<file path="config.mk">
export PLATFORM = sky130hd
export DESIGN_NAME = clock_set_ctrl
export DESIGN_NICKNAME = d
export VERILOG_FILES = /design/src/rtl/clock_set_ctrl.sv
export SDC_FILE = /design/constraint.sdc
export NUM_CORES = 1
export LEC_CHECK = 0
export ABC_AREA = 1
export CELL_PAD_IN_SITES_DETAIL_PLACEMENT = 1
export CELL_PAD_IN_SITES_GLOBAL_PLACEMENT = 1
export CORE_MARGIN = 8
export CORE_UTILIZATION = 44
export CTS_CLUSTER_DIAMETER = 120
export DETAILED_ROUTE_END_ITERATION = 7
export PLACE_DENSITY_LB_ADDON = 0.1
export RECOVER_POWER = 50
export SYNTH_ARGS = -nofsm -noshare
export SYNTH_HDL_FRONTEND = slang
export SYNTH_SLANG_ARGS = --single-unit
</file>
<file path="constraint.sdc">
create_clock -name clk -period 2.8 [get_ports clk]
set_input_delay 0.28 -clock clk [delete_from_list [all_inputs] [get_ports clk]]
set_output_delay 0.28 -clock clk [all_outputs]
set_load 0.02 [all_outputs]
</file>
<file path="src/rtl/clock_set_ctrl.sv">
// Time-setting controller: mode/inc buttons edit a BCD HH:MM copy and load it into the time-of-day counter.
// Latency: edges act on the next clk; load pulses one cycle after the final mode edge.
// No backpressure: buttons are sampled every cycle, and optional alarm editing is enabled by CLOCK_SET_ALARM_EN.
module clock_set_ctrl #(
  parameter int unsigned BLINK_DIV   = 25000000,
  parameter int unsigned TIMEOUT_CYC = 500000000
) (
  input  logic       clk,
  input  logic       rst,
  input  logic       mode_btn,
  input  logic       inc_btn,
  input  logic [1:0] cur_hour1,
  input  logic [3:0] cur_hour0,
  input  logic [2:0] cur_min1,
  input  logic [3:0] cur_min0,
  output logic [1:0] ld_hour1,
  output logic [3:0] ld_hour0,
  output logic [2:0] ld_min1,
  output logic [3:0] ld_min0,
  output logic       load,
  output logic       set_active,
  output logic       blank_hour,
  output logic       blank_min
`ifdef CLOCK_SET_ALARM_EN
  ,
  output logic       alarm
`endif
);

  localparam int unsigned IW = $clog2(TIMEOUT_CYC + 1);
  localparam int unsigned BW = $clog2(BLINK_DIV + 1);

  typedef enum logic [2:0] {
    RUN     = 3'd0,
    SET_HR  = 3'd1,
    SET_MIN = 3'd2,
    COMMIT  = 3'd3,
    AL_HR   = 3'd4,
    AL_MIN  = 3'd5
  } state_t;

  state_t         state, state_nxt;
  logic           mode_q, inc_q, armed;
  logic           mode_e, inc_e, any_edge;
  logic [5:0]     hr_q, hr_nxt;
  logic [6:0]     mn_q, mn_nxt;
  logic [IW-1:0]  idle_cnt;
  logic [BW-1:0]  blink_cnt;
  logic           blink_off;
  logic           idle_hit;
  logic           set_state;
  logic           state_chg;
  logic           run_go;

`ifdef CLOCK_SET_ALARM_EN
  logic [5:0]     al_hr_q, al_hr_nxt;
  logic [6:0]     al_mn_q, al_mn_nxt;
  logic           alarm_q;
  logic           match_q;
  logic           al_match;
`endif

  // BCD hour step 00..23 with wrap; hour0 carries into hour1 after 9.
  function automatic logic [5:0] hour_inc(input logic [5:0] h);
    logic [1:0] h1;
    logic [3:0] h0;
    h1 = h[5:4];
    h0 = h[3:0];
    if (h1 == 2'd2 && h0 == 4'd3) begin
      h1 = 2'd0;
      h0 = 4'd0;
    end else if (h0 == 4'd9) begin
      h0 = 4'd0;
      h1 = h1 + 2'd1;
    end else begin
      h0 = h0 + 4'd1;
    end
    return {h1, h0};
  endfunction

  // BCD minute step 00..59 with wrap.
  function automatic logic [6:0] min_inc(input logic [6:0] m);
    logic [2:0] m1;
    logic [3:0] m0;
    m1 = m[6:4];
    m0 = m[3:0];
    if (m0 == 4'd9) begin
      m0 = 4'd0;
      m1 = (m1 == 3'd5) ? 3'd0 : m1 + 3'd1;
    end else begin
      m0 = m0 + 4'd1;
    end
    return {m1, m0};
  endfunction

  // Edges are suppressed on the first clock after reset so a held button is not seen as a press.
  assign mode_e   = armed & mode_btn & ~mode_q;
  assign inc_e    = armed & inc_btn & ~inc_q;
  assign any_edge = mode_e | inc_e;
  assign idle_hit = (idle_cnt == IW'(TIMEOUT_CYC - 1));
  assign state_chg = (state_nxt != state);

`ifdef CLOCK_SET_ALARM_EN
  // A mode press while the alarm rings only silences it.
  assign run_go    = mode_e & ~alarm_q;
  assign set_state = (state == SET_HR) | (state == SET_MIN) |
                     (state == AL_HR)  | (state == AL_MIN);
  assign al_match  = ({cur_hour1, cur_hour0, cur_min1, cur_min0} == {al_hr_q, al_mn_q}) & ~set_state;
  assign alarm     = alarm_q;
`else
  assign run_go    = mode_e;
  assign set_state = (state == SET_HR) | (state == SET_MIN);
`endif

  // Next state and edit-register updates; mode edges take priority over inc, edges over timeout.
  always_comb begin
    state_nxt = state;
    hr_nxt    = hr_q;
    mn_nxt    = mn_q;
`ifdef CLOCK_SET_ALARM_EN
    al_hr_nxt = al_hr_q;
    al_mn_nxt = al_mn_q;
`endif
    case (state)
      RUN: begin
        if (run_go) begin
          hr_nxt    = {cur_hour1, cur_hour0};
          mn_nxt    = {cur_min1, cur_min0};
          state_nxt = SET_HR;
        end
      end
      SET_HR: begin
        if (mode_e)        state_nxt = SET_MIN;
        else if (inc_e)    hr_nxt    = hour_inc(hr_q);
        else if (idle_hit) state_nxt = RUN;
      end
      SET_MIN: begin
        if (mode_e)        state_nxt = COMMIT;
        else if (inc_e)    mn_nxt    = min_inc(mn_q);
        else if (idle_hit) state_nxt = RUN;
      end
      COMMIT: begin
`ifdef CLOCK_SET_ALARM_EN
        state_nxt = AL_HR;
`else
        state_nxt = RUN;
`endif
      end
`ifdef CLOCK_SET_ALARM_EN
      AL_HR: begin
        if (mode_e)        state_nxt = AL_MIN;
        else if (inc_e)    al_hr_nxt = hour_inc(al_hr_q);
        else if (idle_hit) state_nxt = RUN;
      end
      AL_MIN: begin
        if (mode_e)        state_nxt = RUN;
        else if (inc_e)    al_mn_nxt = min_inc(al_mn_q);
        else if (idle_hit) state_nxt = RUN;
      end
`endif
      default: state_nxt = RUN;
    endcase
  end

  // State and edit registers.
  always_ff @(posedge clk or posedge rst) begin
    if (rst) begin
      state <= RUN;
      hr_q  <= '0;
      mn_q  <= '0;
    end else begin
      state <= state_nxt;
      hr_q  <= hr_nxt;
      mn_q  <= mn_nxt;
    end
  end

  // Previous button levels for edge detection, plus the post-reset arming flag.
  always_ff @(posedge clk or posedge rst) begin
    if (rst) begin
      mode_q <= 1'b0;
      inc_q  <= 1'b0;
      armed  <= 1'b0;
    end else begin
      mode_q <= mode_btn;
      inc_q  <= inc_btn;
      armed  <= 1'b1;
    end
  end

  // Idle counter: restarts on any edge or state change, counts only while editing.
  always_ff @(posedge clk or posedge rst) begin
    if (rst) begin
      idle_cnt <= '0;
    end else if (state_chg || any_edge || !set_state) begin
      idle_cnt <= '0;
    end else begin
      idle_cnt <= idle_cnt + IW'(1);
    end
  end

  // Blink divider: restarts visible on every state change, toggles phase every BLINK_DIV cycles.
  always_ff @(posedge clk or posedge rst) begin
    if (rst) begin
      blink_cnt <= '0;
      blink_off <= 1'b0;
    end else if (state_chg || !set_state) begin
      blink_cnt <= '0;
      blink_off <= 1'b0;
    end else if (blink_cnt == BW'(BLINK_DIV - 1)) begin
      blink_cnt <= '0;
      blink_off <= ~blink_off;
    end else begin
      blink_cnt <= blink_cnt + BW'(1);
    end
  end

`ifdef CLOCK_SET_ALARM_EN
  // Alarm registers and ring flag; the flag fires once when the live time first matches.
  always_ff @(posedge clk or posedge rst) begin
    if (rst) begin
      al_hr_q <= '0;
      al_mn_q <= '0;
      match_q <= 1'b0;
      alarm_q <= 1'b0;
    end else begin
      al_hr_q <= al_hr_nxt;
      al_mn_q <= al_mn_nxt;
      match_q <= al_match;
      if (state == RUN && mode_e)    alarm_q <= 1'b0;
      else if (al_match && !match_q) alarm_q <= 1'b1;
    end
  end

  assign blank_hour = blink_off & ((state == SET_HR)  | (state == AL_HR));
  assign blank_min  = blink_off & ((state == SET_MIN) | (state == AL_MIN));
`else
  assign blank_hour = blink_off & (state == SET_HR);
  assign blank_min  = blink_off & (state == SET_MIN);
`endif

  assign load       = (state == COMMIT);
  assign set_active = set_state;
  assign ld_hour1   = hr_q[5:4];
  assign ld_hour0   = hr_q[3:0];
  assign ld_min1    = mn_q[6:4];
  assign ld_min0    = mn_q[3:0];

endmodule

</file>
run_1/floorplan.png
Bar = 20 µm. Pins as bars on the die edge.
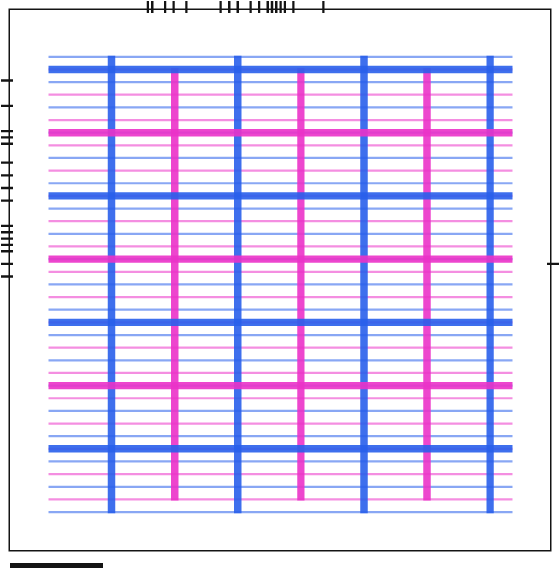
- VSS: blue
- VDD: magenta
- met1 rails: 37
- met5 straps: 7
- met4 straps: 7

run_1/class_map.png
Bar = 20 µm.
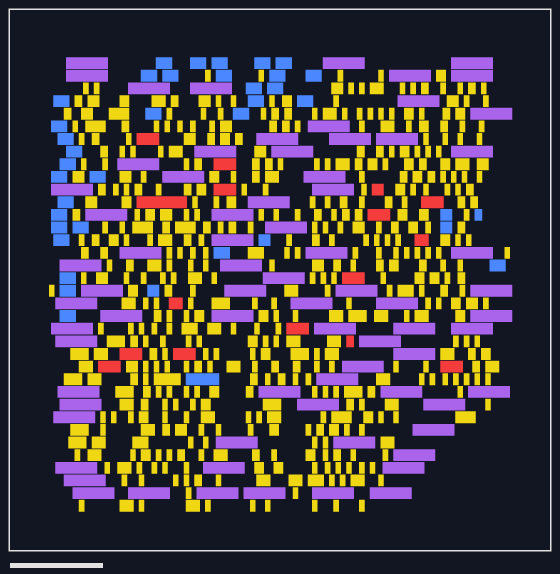
- clock drivers and dummy loads: red (cells 16; share of their area 4.3%)
- sequential cells: purple (cells 74; share of their area 37%)
- remaining buffers and delay cells: blue (cells 39; share of their area 7.8%)
- remaining logic cells: yellow (cells 486; share of their area 50%)

run_1/clock_wires.png
Bar = 20 µm.
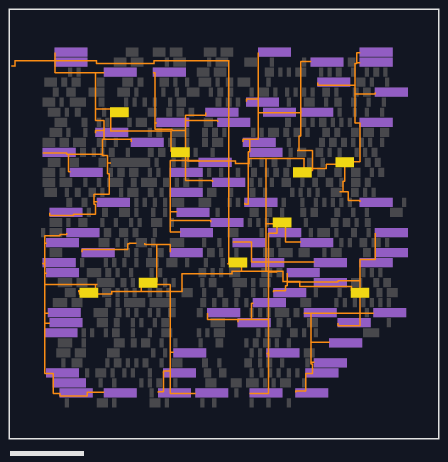
- flip-flops: purple (count 74)
- clock wires: orange (length 1140 µm)
- clock-net drivers: yellow (count 9)
- flops lie: widely spread
- routed clock nets: 10
Clk network pwr share: 39.3%
Clock group: 908 µW
setup clock skew after layout: 9.96 ps
Worst-Skew Late Latency: 360 ps

run_1/layers.png
Two of the layers only.
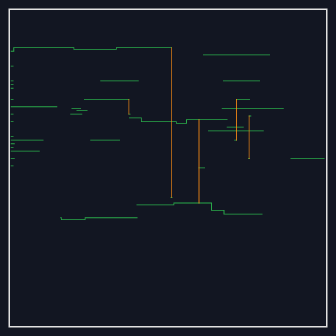
- M3: green (wire length 389 µm)
- M4: orange (wire length 122 µm)
average wire per standard cell: 15.3 µm
total wire length after detailed routing: 11400 µm

==> flow.log, run 1 <==
[report] implementation figures
INFO  metric worst_slew_margin_rel = approximately a quarter
INFO  metric starting_drt_drc_count = 155
INFO  metric area_leaders = sky130_fd_sc_hd__dfrtp_1, sky130_fd_sc_hd__nor2_1, sky130_fd_sc_hd__nand2_1
INFO  metric hp-class = in -> reg
INFO  metric post-route-drc-count = 0
INFO  metric power.switching = between 600 and 700 µW
INFO  metric chip_area = 0.0135 mm²
INFO  metric synth.cellmix.adderShare = 1.13%
INFO  metric setup.worst_path.end_class = register
INFO  metric switching_fraction_of_total_power = 27.4%
INFO  metric regToRegStartpoint = idle_cnt[0]
INFO  metric num-multi-input-gates = a little over 400
INFO  metric post-synth-top-area-cell = sky130_fd_sc_hd__dfrtp_1
INFO  metric pre_cts_ws = between 300 and 400 ps
INFO  metric initial_core_util = a little under half
INFO  metric globalRoute.totalOverflow = 0
INFO  metric final-max-slew-violation-count = 0
INFO  metric cts_tree = yes
INFO  metric n_all_buffers = 39
INFO  metric r2r-end = idle_cnt[3]
INFO  metric cts_inserted_buffers = 9
INFO  metric cp_cell_sequence = ha_1 > nand2_1 > nor2_2 > nand2_2 > inv_1 > nand2_1 > nor2_1 > a21oi_1 > nand3_1 > nand2_1 > nand3_2 > buf_12 > nor2_1
INFO  metric dpl_wire_length = 8610 µm
INFO  metric globalRouteTotalUtil = a little under a fifth
INFO  metric power_density_relative_to_cell_area = ~450 mW/mm²
INFO  metric largest_reg_flops = 29
INFO  metric power_top_consumer = registers
INFO  metric cap_violations = 0
INFO  metric num_antenna_cells = 0
INFO  metric via_count = between 3000 and 4000
INFO  metric worst_path_most_repeated_cell = sky130_fd_sc_hd__nand2_1
INFO  metric top_area_cell_class = multi-input combinational cells
INFO  metric hold-worst-slack = between 400 and 500 ps
INFO  metric synth.yosys.seq_area_share = a little over two fifths
INFO  metric synth_cells = roughly 570
INFO  metric holdCritStartpoint = cur_min0[0]
INFO  metric synth_top_area_share = approximately two fifths
INFO  metric post_cts.resized_instances = 0
INFO  metric synth-area-yosys = around 0.0044 mm²
INFO  metric cp_data_arrival_time = about 2700 ps
INFO  metric design.final.nets = 631
INFO  metric ys_cells = roughly 570
INFO  metric cts_root_buffer = sky130_fd_sc_hd__clkbuf_8
INFO  metric fin_util = between 50% and 60%
INFO  metric post_layout_nonfiller_instances = approximately 750
INFO  metric hold-path-endpoint = mn_q[0]
INFO  metric path_delay_family = simple AND/OR/NAND/NOR gates
INFO  metric drive_above_1_share = a little under a tenth
INFO  metric ys_async_sr_fraction = 100%
INFO  metric critical-path-max-stage-delay = roughly 430 ps
INFO  metric synthesized_cell_area = approximately 0.0044 mm²
INFO  metric synth-warning-count = 0
INFO  metric timing.critical_path.from_type = register
INFO  metric grt_antenna_before_repair = 0
INFO  metric run_status = completed
INFO  metric gp_congestion = ~0.86
INFO  metric dr_wl_met2 = ~5600 µm
INFO  metric maxClockFrequency = roughly 420 MHz
INFO  metric period_minus_slack = approximately 2400 ps
INFO  metric aoi_share = 6.83%
INFO  metric worst_hold_path.num_cells = 3
INFO  metric post_synth_most_frequent_cells = sky130_fd_sc_hd__nor2_1, sky130_fd_sc_hd__nand2_1, sky130_fd_sc_hd__dfrtp_1, sky130_fd_sc_hd__inv_1, sky130_fd_sc_hd__nand3_1
INFO  metric portBuffers = 33
INFO  metric globalRouteMet1Util = between 20% and 30%
INFO  metric floorplan.die.height = roughly 120 µm
INFO  metric grt_start_max_net_pins = 51
INFO  metric drtAntennaViolNets = 0
INFO  metric setup_viol = 0
INFO  metric r2r_slack = 400 ps
INFO  metric p_comb = approximately 260 µW
INFO  metric stage_log_warnings = 27
INFO  metric max-clock-path-buffers = 2
INFO  metric post_cts_hold_buffer_count = 0
INFO  metric syn-mean-instance-area = ~7.8 µm²
INFO  metric crit_path_end = idle_cnt[3]
INFO  metric setup-tns-final = 0 ps
INFO  metric worst_endpoint_required_time = about 3100 ps
INFO  metric yosysUniqueCellTypes = 40
INFO  metric yosys_register_bits = around 74
## Run 2: what changed since run 1
Clock period 2.8 ns to 2.65 ns, I/O delays scaled along.
==> run 2 against run 1 <==
Net effect:
- non-clock buffer count fell by 1
- first-iteration DRC count rose by 26%
- routed wire length fell by 1.2%
- count of clock-buffer cells in the layout did not move
- final cell count fell by 0.13%
- sequential power rose by 5%
- area after synthesis did not move
- design area fell by 0.24%
- total power rose by 4.2%
- hold slack improved by 6.9 ps
- clock skew rose by 0.97 ps
- sequential cell count did not move
- critical endpoint is now set_active
==> flow.log, run 2 <==
[report] implementation figures
INFO  metric post_cts.resized_instances = 0
INFO  metric syn-mean-instance-area = 7.76 µm²
INFO  metric register_name_with_the_most_flops = idle_cnt
INFO  metric hold-worst-slack = approximately 480 ps
INFO  metric synth.cellmix.adderShare = roughly 1.1%
INFO  metric hp-class = in -> reg
INFO  metric setup_viol = 0
INFO  metric worst_endpoint_required_time = approximately 2400 ps
INFO  metric area_leaders = sky130_fd_sc_hd__dfrtp_1, sky130_fd_sc_hd__nor2_1, sky130_fd_sc_hd__nand2_1
INFO  metric area_share_clock_buf_inv = 4.00%
INFO  metric max-clock-path-buffers = 2
INFO  metric dpl_wire_length = between 8000 and 9000 µm
INFO  metric path_delay_family = simple AND/OR/NAND/NOR gates
INFO  metric r2r_slack = 510 ps
INFO  metric cts_root_buffer = sky130_fd_sc_hd__clkbuf_8
INFO  metric internal-power = 1.76 mW
INFO  metric worst_r2r_path_depth = 12
INFO  metric starting_drt_drc_count = 195
INFO  metric worst_slew_margin_rel = 38.9%
INFO  metric hold-path-endpoint = mn_q[2]
INFO  metric power.switching = 644 µW
INFO  metric synthesized_cell_area = between 0.004 and 0.005 mm²
INFO  metric power_top_consumer = registers
INFO  metric timing.final.hold_violations = 0
INFO  metric r2r-end = blink_cnt[8]
INFO  metric cp_data_arrival_time = approximately 2100 ps
INFO  metric critical-path-slowest-cell = sky130_fd_sc_hd__clkdlybuf4s50_1
INFO  metric leakagePower = 2.01 nW
INFO  metric synth-area-yosys = approximately 0.0044 mm²
INFO  metric post-route-drc-count = 0
INFO  metric cp_cell_sequence = nor2_2 > nand2_2 > nand2_1 > clkdlybuf4s50_1
INFO  metric cap_violations = 0
INFO  metric combAreaFraction = 43.0%
INFO  metric worst_hold_path.num_cells = 3
INFO  metric regToRegStartpoint = idle_cnt[0]
INFO  metric synth_top_area_share = a little over two fifths
INFO  metric crit_path_end = set_active
INFO  metric gr-usage-met3 = around 2.8%
INFO  metric drtAntennaViolNets = 0
INFO  metric maxClockFrequency = roughly 420 MHz
INFO  metric drt_pass1_iterations = 6
INFO  metric ctsHtreeMaxLevel = 3
INFO  metric timing.critical_path.buf_inv = 1
INFO  metric period_minus_slack = around 2400 ps
INFO  metric design.final.nets = between 600 and 700
INFO  metric worst_max_slew_pin_slew = approximately 900 ps
INFO  metric top_area_cell_class = multi-input combinational cells
INFO  metric post_cts_hold_buffer_count = 0
INFO  metric setup.worst_path.end_class = primary output
INFO  metric ys_cells = 569
INFO  metric switching_fraction_of_total_power = 26.8%
INFO  metric m1WireLength = roughly 5300 µm
INFO  metric crit_start = state[1]
INFO  metric yosys_register_bits = ~74
INFO  metric run_status = completed
INFO  metric globalRoute.totalOverflow = 0
INFO  metric post-synth-top-area-cell = sky130_fd_sc_hd__dfrtp_1
INFO  metric drive_above_1_share = under 10%
INFO  metric synth_cells = ~570
INFO  metric top_usage_layer = met2
INFO  metric chip_area = 0.0135 mm²
INFO  metric cts_inserted_buffers = 9
INFO  metric aoi_share = around 6.8%
INFO  metric yosysUniqueCellTypes = roughly 40
INFO  metric cts_tree = yes
INFO  metric core.rowCount = 36
INFO  metric ys_async_sr_fraction = 100%
INFO  metric vias_per_cell = 5.14
INFO  metric stage_log_warnings = 27
INFO  metric holdCritStartpoint = cur_min0[2]
INFO  metric post_synth_most_frequent_cells = sky130_fd_sc_hd__nor2_1, sky130_fd_sc_hd__nand2_1, sky130_fd_sc_hd__dfrtp_1, sky130_fd_sc_hd__inv_1, sky130_fd_sc_hd__nand3_1
INFO  metric setup-tns-final = 0 ps
INFO  metric initial_core_util = a little under half
INFO  metric p_comb = 278 µW
INFO  metric largest_reg_flops = 29
INFO  metric num-multi-input-gates = just over 400
INFO  metric pre_cts_ws = roughly 310 ps
INFO  metric floorplan.die.height = roughly 120 µm
INFO  metric fin_util = a little over half
INFO  metric syn2layout_area_growth = 15.4%
INFO  metric globalRouteMet1Util = a little under a quarter
INFO  metric via_count_of_the_first_global_routing_pass = 4251
INFO  metric grt_antenna_before_repair = 0
INFO  metric synth-warning-count = 0
INFO  metric critical-path-max-stage-delay = about 630 ps
INFO  metric clkSlewWorstSetupHoldPaths = roughly 90 ps
INFO  metric dominantRegCellSynth = sky130_fd_sc_hd__dfrtp_1
INFO  metric grt_start_max_net_pins = ~53
INFO  metric dr_wl_met2 = 5520 µm
INFO  metric setup_repair_after_global_routing_missed_its_margin = no
INFO  metric cp_max_fo = 13
INFO  metric synth.yosys.seq_area_share = 42.0%
INFO  metric power_density_relative_to_cell_area = approximately 470 mW/mm²
INFO  metric netlist_logic_family_top = simple AND/OR/NAND/NOR gates
INFO  metric final.fill_count = around 1200
INFO  metric num_antenna_cells = 0
INFO  metric design.seq.count = about 74
INFO  metric post_layout_nonfiller_instances = approximately 750
INFO  metric mostFrequentLayoutCell = sky130_fd_sc_hd__nor2_1
INFO  metric crit_type = reg -> out
INFO  metric timing.critical_path.from_type = register
INFO  metric worst_skew_late_latency = between 300 and 400 ps
INFO  metric gp_congestion = 0.807
INFO  metric wl_met3 = ~270 µm
INFO  metric final-max-slew-violation-count = 0
INFO  metric n_all_buffers = 38
INFO  metric globalRouteMet2Util = between 30% and 40%
INFO  metric portBuffers = 33
run_2/clock_wires.png
Bar = 20 µm.
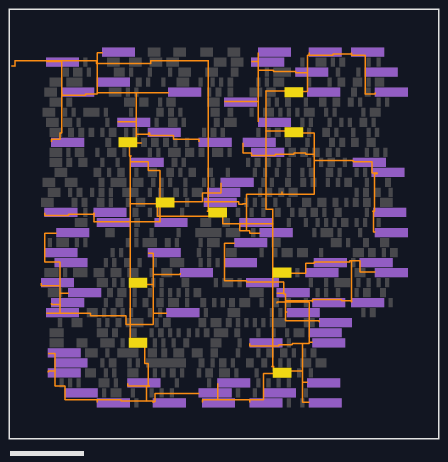
- clock-net drivers: yellow (count 9)
- flip-flops: purple (count 74)
- clock wires: orange (length 1100 µm)
- flops lie: widely spread
setup clock skew after layout: 10.9 ps
Clk network pwr share: 38.5%
Clock group: 926 µW

run_2/layers.png
Two of the layers only.
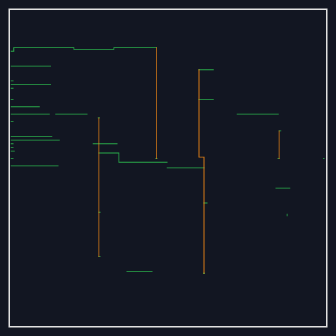
- M4: orange (wire length 179 µm)
- M3: green (wire length 272 µm)
average wire per standard cell: 15.1 µm
count of vias placed by the detailed router: 3841
total wire length after detailed routing: 11300 µm
GR Util All Layers: 18.2%

run_2/floorplan.png
Bar = 20 µm. Pins as bars on the die edge.
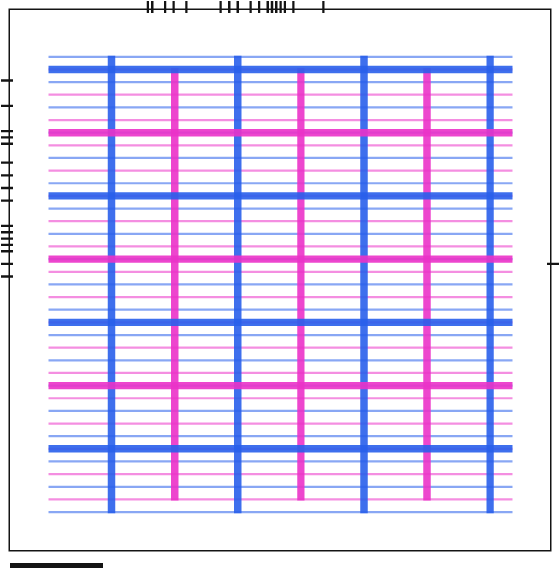
- VDD: magenta
- VSS: blue
- rows: 36
- met5 straps: 7

## Run 3: what changed since run 2
--- a/constraint.sdc
+++ b/constraint.sdc
@@ -3,2 +3,2 @@
 set_output_delay 0.265 -clock clk [all_outputs]
-set_load 0.02 [all_outputs]
+set_load 0.005 [all_outputs]
==> run 3 against run 2 <==
Net effect:
- clock skew shrank 6.4 ps
- non-clock buffer count is the same
- final cell count shrank 0.13%
- largest cell class unchanged
- sequential power is essentially flat
- combinational power shrank 14%
- via count grew 1.7%
- largest power group unchanged
- fmax grew 5.3%
- critical endpoint is now blank_hour
- total power shrank 0.27%
- sequential share of layout area is essentially flat
- global-route usage grew 0.21 points
==> flow.log, run 3 <==
[report] implementation figures
INFO  metric worst_endpoint_required_time = ~2400 ps
INFO  metric grt_antenna_before_repair = 0
INFO  metric path_delay_family = simple AND/OR/NAND/NOR gates
INFO  metric wl_met3 = 326 µm
INFO  metric top_area_cell_class = multi-input combinational cells
INFO  metric num_antenna_cells = 0
INFO  metric post_cts_hold_buffer_count = 0
INFO  metric gr-usage-met3 = under 10%
INFO  metric synthesized_cell_area = ~0.0044 mm²
INFO  metric vias_per_cell = about 5.2
INFO  metric area_leaders = sky130_fd_sc_hd__dfrtp_1, sky130_fd_sc_hd__nor2_1, sky130_fd_sc_hd__nand2_1
INFO  metric worst_slew_margin_rel = around 38%
INFO  metric globalRoute.totalOverflow = 0
INFO  metric cp_data_arrival_time = 2010 ps
INFO  metric power.switching = between 600 and 700 µW
INFO  metric globalRouteMet2Util = between 30% and 40%
INFO  metric crit_start = state[1]
INFO  metric final.fill_count = 1236
INFO  metric cts_root_buffer = sky130_fd_sc_hd__clkbuf_8
INFO  metric grt_start_max_net_pins = ~53
INFO  metric critical-path-slowest-cell = sky130_fd_sc_hd__clkdlybuf4s50_1
INFO  metric worst_hold_path.num_cells = 3
INFO  metric placed_cell_areas = 0.00490 mm²
INFO  metric p_comb = 240 µW
INFO  metric dr_wl_met2 = 5700 µm
INFO  metric post_synth_most_frequent_cells = sky130_fd_sc_hd__nor2_1, sky130_fd_sc_hd__nand2_1, sky130_fd_sc_hd__dfrtp_1, sky130_fd_sc_hd__inv_1, sky130_fd_sc_hd__nand3_1
INFO  metric syn-mean-instance-area = between 7 and 8 µm²
INFO  metric synth-area-yosys = 0.00441 mm²
INFO  metric regToRegStartpoint = idle_cnt[0]
INFO  metric setup.worst_path.end_class = primary output
INFO  metric cp_max_fo = 13
INFO  metric post-route-drc-count = 0
INFO  metric yosysUniqueCellTypes = 40
INFO  metric cts_tree = yes
INFO  metric setup_repair_after_global_routing_missed_its_margin = no
INFO  metric n_all_buffers = 38
INFO  metric synth.cellmix.adderShare = approximately 1.1%
INFO  metric starting_drt_drc_count = 179
INFO  metric cts_inserted_buffers = 9
INFO  metric timing.critical_path.from_type = register
INFO  metric hp-class = in -> reg
INFO  metric dpl_wire_length = 8600 µm
INFO  metric dominantRegCellSynth = sky130_fd_sc_hd__dfrtp_1
INFO  metric final-max-slew-violation-count = 0
INFO  metric switching_fraction_of_total_power = 25.0%
INFO  metric largest_reg_flops = 29
INFO  metric ys_async_sr_fraction = 100%
INFO  metric crit_path_end = blank_hour
INFO  metric syn2layout_area_growth = 15.5%
INFO  metric r2r_slack = 480 ps
INFO  metric mostFrequentLayoutCell = sky130_fd_sc_hd__nor2_1
INFO  metric top_usage_layer = met2
INFO  metric combAreaFraction = a little over two fifths
INFO  metric holdCritStartpoint = cur_min0[2]
INFO  metric pre_cts_ws = 357 ps
INFO  metric power_top_consumer = registers
INFO  metric drive_above_1_share = under 10%
INFO  metric setup_viol = 0
INFO  metric timing.critical_path.buf_inv = 1
INFO  metric post-synth-top-area-cell = sky130_fd_sc_hd__dfrtp_1
INFO  metric worst_max_slew_pin_slew = around 920 ps
INFO  metric worst_r2r_path_depth = 12
INFO  metric grt_pass1_wl = ~20000 µm
INFO  metric synth-edff-count = 0
INFO  metric run_status = completed
INFO  metric cp_cell_sequence = nor2_2 > nand2_2 > nor2_1 > clkdlybuf4s50_1
INFO  metric core.rowCount = 36
INFO  metric cap_violations = 0
INFO  metric netlist_logic_family_top = simple AND/OR/NAND/NOR gates
INFO  metric stage_log_warnings = 27
INFO  metric leakagePower = between 2 and 2.5 nW
INFO  metric synth_cells = roughly 570
INFO  metric worst_skew_late_latency = roughly 360 ps
INFO  metric clkSlewWorstSetupHoldPaths = ~80 ps
INFO  metric maxClockFrequency = roughly 440 MHz
INFO  metric area_share_clock_buf_inv = 4.05%
INFO  metric internal-power = 1.80 mW
INFO  metric globalRouteMet1Util = between 20% and 30%
INFO  metric yosys_register_bits = 74
INFO  metric timing.final.hold_violations = 0
INFO  metric synth-warning-count = 0
INFO  metric initial_core_util = 45.1%
INFO  metric r2r-end = blink_cnt[11]
INFO  metric power_density_relative_to_cell_area = 471 mW/mm²
INFO  metric design.final.nets = between 600 and 700
INFO  metric crit_type = reg -> out
INFO  metric ctsHtreeMaxLevel = 3
INFO  metric hold-path-endpoint = mn_q[2]
INFO  metric via_count_of_the_first_global_routing_pass = around 4300
INFO  metric drtAntennaViolNets = 0
INFO  metric critical-path-max-stage-delay = around 550 ps
INFO  metric drt_pass1_iterations = 4
INFO  metric num-multi-input-gates = 406
INFO  metric m1WireLength = around 5300 µm
INFO  metric max-clock-path-buffers = 2
INFO  metric design.seq.count = 74
INFO  metric post_cts.resized_instances = 0
INFO  metric synth_top_area_share = approximately two fifths
INFO  metric chip_area = ~0.013 mm²
INFO  metric synth.yosys.seq_area_share = a little over two fifths
INFO  metric period_minus_slack = about 2300 ps
INFO  metric ys_cells = ~570
INFO  metric post_layout_nonfiller_instances = ~750
INFO  metric fin_util = roughly 52%
INFO  metric aoi_share = ~6.8%
run_3/clock_wires.png
Bar = 20 µm.
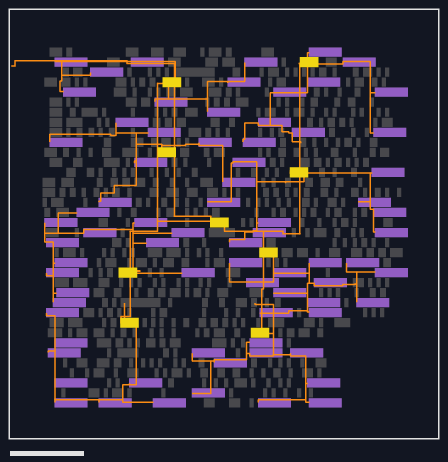
- clock wires: orange (length 1120 µm)
- clock-net drivers: yellow (count 9)
- flip-flops: purple (count 74)
- flops lie: widely spread
Clock group: 959 µW
Clk network pwr share: 40.0%
setup clock skew after layout: 4.52 ps

run_3/layers.png
Two of the layers only.
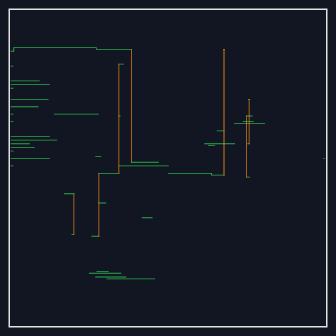
- M3: green (wire length 326 µm)
- M4: orange (wire length 205 µm)
GR Util All Layers: 18.4%
average wire per standard cell: 15.4 µm
count of vias placed by the detailed router: 3906
total wire length after detailed routing: 11500 µm

run_3/floorplan.png
Bar = 20 µm. Pins as bars on the die edge.
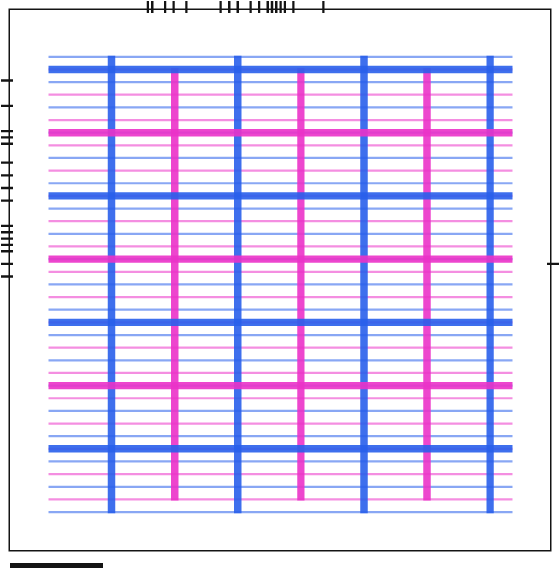
- VSS: blue
- VDD: magenta
- met1 rails: 37
- met4 straps: 7
- signal pins: 34
horizontal extent of the die: 116 µm
core outline area: 0.00977 mm²
IR drop worst, VDD: 0.290 mV
DIE HEIGHT: 116 µm

No activity file was given, so power comes from the tool's default toggle rates.
